<file path="src/rtl/ifetch_queue.sv">
// ============================================================================
// Module      : ifetch_queue
// Description : Circular instruction queue between fetch and decode, with
//               flush and asynchronous reset.
// Revision    : 1.0  initial release
// ============================================================================
`default_nettype none

typedef enum logic [1:0] {
  NOERROR      = 2'd0,
  ACCESS_FAULT = 2'd1,
  PAGE_FAULT   = 2'd2,
  MISALIGNED   = 2'd3
} fetch_err_t;

typedef struct packed {
  logic        valid;
  logic [31:0] raw_instr;
  logic [63:0] pc;
  fetch_err_t  error;
} fetch_data_t;

module ifetch_queue #(
  parameter int DEPTH = 4
) (
  input  logic                     clk,
  input  logic                     reset,
  input  fetch_data_t              dataF,
  input  logic                     deq_ready,
  input  logic                     flush,
  output fetch_data_t              dataQ,
  output logic                     full,
  output logic [$clog2(DEPTH):0]   count
);

  localparam int c_PTR_W = $clog2(DEPTH);
  localparam int c_CNT_W = c_PTR_W + 1;
  localparam logic [c_CNT_W-1:0] c_DEPTH_CNT = c_CNT_W'(DEPTH);

  typedef struct packed {
    logic [31:0] raw_instr;
    logic [63:0] pc;
    fetch_err_t  error;
  } entry_t;

  entry_t               r_mem [DEPTH];
  logic [c_PTR_W-1:0]   r_head;
  logic [c_PTR_W-1:0]   r_tail;
  logic [c_CNT_W-1:0]   r_count;
  logic                 w_empty;
  logic                 w_enq;
  logic                 w_deq;
  entry_t               w_head_entry;

  // full comes from registered occupancy only, so a same-cycle dequeue never frees a slot early
  assign w_empty = (r_count == '0);
  assign full    = (r_count == c_DEPTH_CNT);
  assign w_enq   = dataF.valid && !full && !flush;
  assign w_deq   = !w_empty && deq_ready && !flush;
  assign count   = r_count;

  always_ff @(posedge clk or posedge reset) begin
    if (reset) begin
      r_head  <= '0;
      r_tail  <= '0;
      r_count <= '0;
    end else if (flush) begin
      r_head  <= '0;
      r_tail  <= '0;
      r_count <= '0;
    end else begin
      if (w_enq) r_tail <= r_tail + c_PTR_W'(1);
      if (w_deq) r_head <= r_head + c_PTR_W'(1);
      case ({w_enq, w_deq})
        2'b10:   r_count <= r_count + c_CNT_W'(1);
        2'b01:   r_count <= r_count - c_CNT_W'(1);
        default: r_count <= r_count;
      endcase
    end
  end

  // Storage is not reset; empty slots are hidden by the output mask below
  always_ff @(posedge clk) begin
    if (w_enq) begin
      r_mem[r_tail] <= '{raw_instr: dataF.raw_instr, pc: dataF.pc, error: dataF.error};
    end
  end

  assign w_head_entry = r_mem[r_head];

  always_comb begin
    dataQ       = '0;
    dataQ.error = NOERROR;
    if (!w_empty) begin
      dataQ.valid     = 1'b1;
      dataQ.raw_instr = w_head_entry.raw_instr;
      dataQ.pc        = w_head_entry.pc;
      dataQ.error     = w_head_entry.error;
    end
  end

endmodule

`default_nettype wire

</file>
<file path="config.mk">
export PLATFORM = sky130hd
export DESIGN_NAME = ifetch_queue
export DESIGN_NICKNAME = d
export VERILOG_FILES = /design/src/rtl/ifetch_queue.sv
export SDC_FILE = /design/constraint.sdc
export NUM_CORES = 1
export LEC_CHECK = 0
export CAP_MARGIN = 15
export CORE_MARGIN = 4
export CORE_UTILIZATION = 35
export CTS_CLUSTER_DIAMETER = 200
export DETAILED_ROUTE_END_ITERATION = 10
export PLACE_DENSITY = 0.65
export SLEW_MARGIN = 20
export SYNTH_ARGS = -nofsm -noshare
export SYNTH_HDL_FRONTEND = slang
export SYNTH_SLANG_ARGS = --single-unit
export TNS_END_PERCENT = 20
</file>
<file path="constraint.sdc">
create_clock -name clk -period 3.6 [get_ports clk]
set_clock_uncertainty 0.15 [all_clocks]
set_input_delay 0.72 -clock clk [delete_from_list [all_inputs] [get_ports clk]]
set_output_delay 0.72 -clock clk [all_outputs]
set_load 0.1 [all_outputs]
</file>
Clock routing:
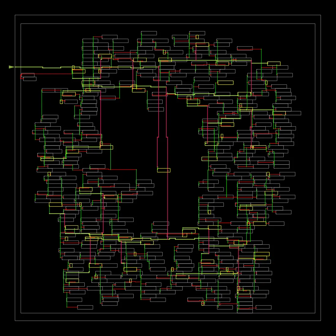
clk ins delay skew pair: 0.54 ns
clock network power: 4.09 mW
CTS buffer count: 42
# clk buffers: 47
flip-flops: 399

Metal layers overlaid:
Only two layers are drawn.
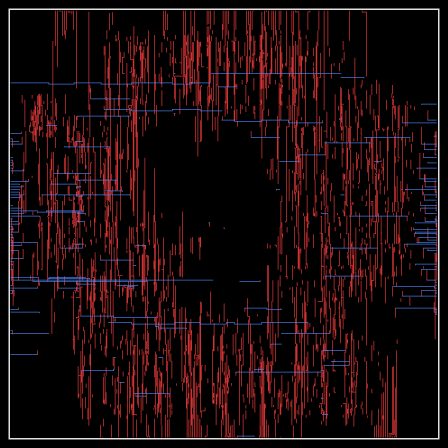
Red stands for metal 2, wire length 15400 um. Blue stands for metal 3, wire length 1930 um.

==> flow_metrics.env <==
# implementation run metrics
export IMPL_p_comb_mw=3.41
export IMPL_setup_tns_ns=0
export IMPL_track_usage=0.1367
export IMPL_nFillCells=3617
export IMPL_tritoncts="built"
export IMPL_comb_area_frac=0.1545
export IMPL_cp_required_ns=2.73
export IMPL_top_area_frac=0.7600
export IMPL_p_seq_frac=0.416
export IMPL_dr_wl_met2_um=15440
export IMPL_groute_layer_met3_usage=0.03768
export IMPL_top_cell="edfxtp_1"
export IMPL_ir_drop_uv=339.5
export IMPL_compound_area_frac=0.006382
export IMPL_antenna_left=0
export IMPL_power_group_top="sequential cells"
export IMPL_tap_cell_count=585
export IMPL_drtIter0Drc=549
export IMPL_grt_busiest_layer="met2"
export IMPL_r2r_slack_ns=0.94
export IMPL_cap_violations=0
export IMPL_syn_area_um2=15490
export IMPL_wl_met3_um=1927
export IMPL_largest_cell_class="sequential cells"
export IMPL_crit_end="dataQ[31]"
export IMPL_final_nonclk_buf_share=0.1654
export IMPL_top_layer_used="met5"
export IMPL_ctsResizeCount=0
export IMPL_crit_buf_inv=2
export IMPL_mostFrequentLayoutCells="392 x edfxtp_1, 114 x buf_12, 102 x clkdlybuf4s50_1"
export IMPL_p_int_mw=8.941
export IMPL_slew_violations=0
export IMPL_gr_usage_met1=0.1933
export IMPL_logic_area_um2=3182
export IMPL_yosys_cells=690
export IMPL_outcome="complete, no violations"
export IMPL_setup_viol=0
export IMPL_ys_chip_area_um2=15490
export IMPL_ys_warn_count=0
export IMPL_n_all_inverters=5
export IMPL_wl_per_cell_um=21.05
export IMPL_layout_setup_ws_ns=0.2658
export IMPL_portBuffers=205
export IMPL_ys_ff=399
export IMPL_synthMuxAreaShare=0.1432
export IMPL_rr_endpoint="count[1]"
export IMPL_placed_area_um2=19260
export IMPL_syn_to_final_growth_pct=32.98
export IMPL_grt_max_degree=57
export IMPL_coreArea_um2=43460
export IMPL_reg2regPathDepth=8
export IMPL_cts_root_buffer="clkbuf_16"
export IMPL_synthCells=690
export IMPL_place_worst_setup_slack_ns=0.5105
export IMPL_yosysTopAreaCell="edfxtp_1"
export IMPL_ys_sh_simple=0.04895
export IMPL_endpoint_kind="primary output"
export IMPL_cp_startpoint="count[1]"
export IMPL_avgSynthCellArea_um2=22.45
export IMPL_gp_congestion=0.7067
export IMPL_cp_slowest_cell="or3_4"
export IMPL_tool_warnings=30
export IMPL_num_rows=76
export IMPL_mostFrequentLayoutCell="edfxtp_1"
export IMPL_rsz0062_at_grt="no"
export IMPL_cp_start_kind="flop"
export IMPL_power_mw=12.84
export IMPL_ff_type="edfxtp_1"
export IMPL_timing_worst_setup_path_type="flop to primary output"
export IMPL_tightest_slew_ns=0.4814
export IMPL_top_register="r_mem"
export IMPL_htree_levels=2
export IMPL_area_share_clock_buf_inv=0.06330
export IMPL_drc_errors=0
export IMPL_ys_seq_share=0.7713
export IMPL_finalCriticalPeriod_ns=3.334
export IMPL_drive_gt1_frac=0.3064
export IMPL_final_cell_area_um2=20600
export IMPL_grt_pass1_vias=7860
export IMPL_grt_pass1_wl_um=48960
Local utilization:
Bar = 50 um. The die is cut into 22 by 22 equal tiles; dark purple is low, yellow is high, 0 to 100% covered.
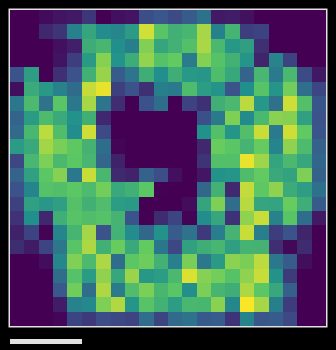
The mean over all tiles is 42%. The fullest tile reaches 99%. 15% of the tiles are over 75% full. The emptiest ninth of the die: centre.

Power and IR drop assume default switching activity.
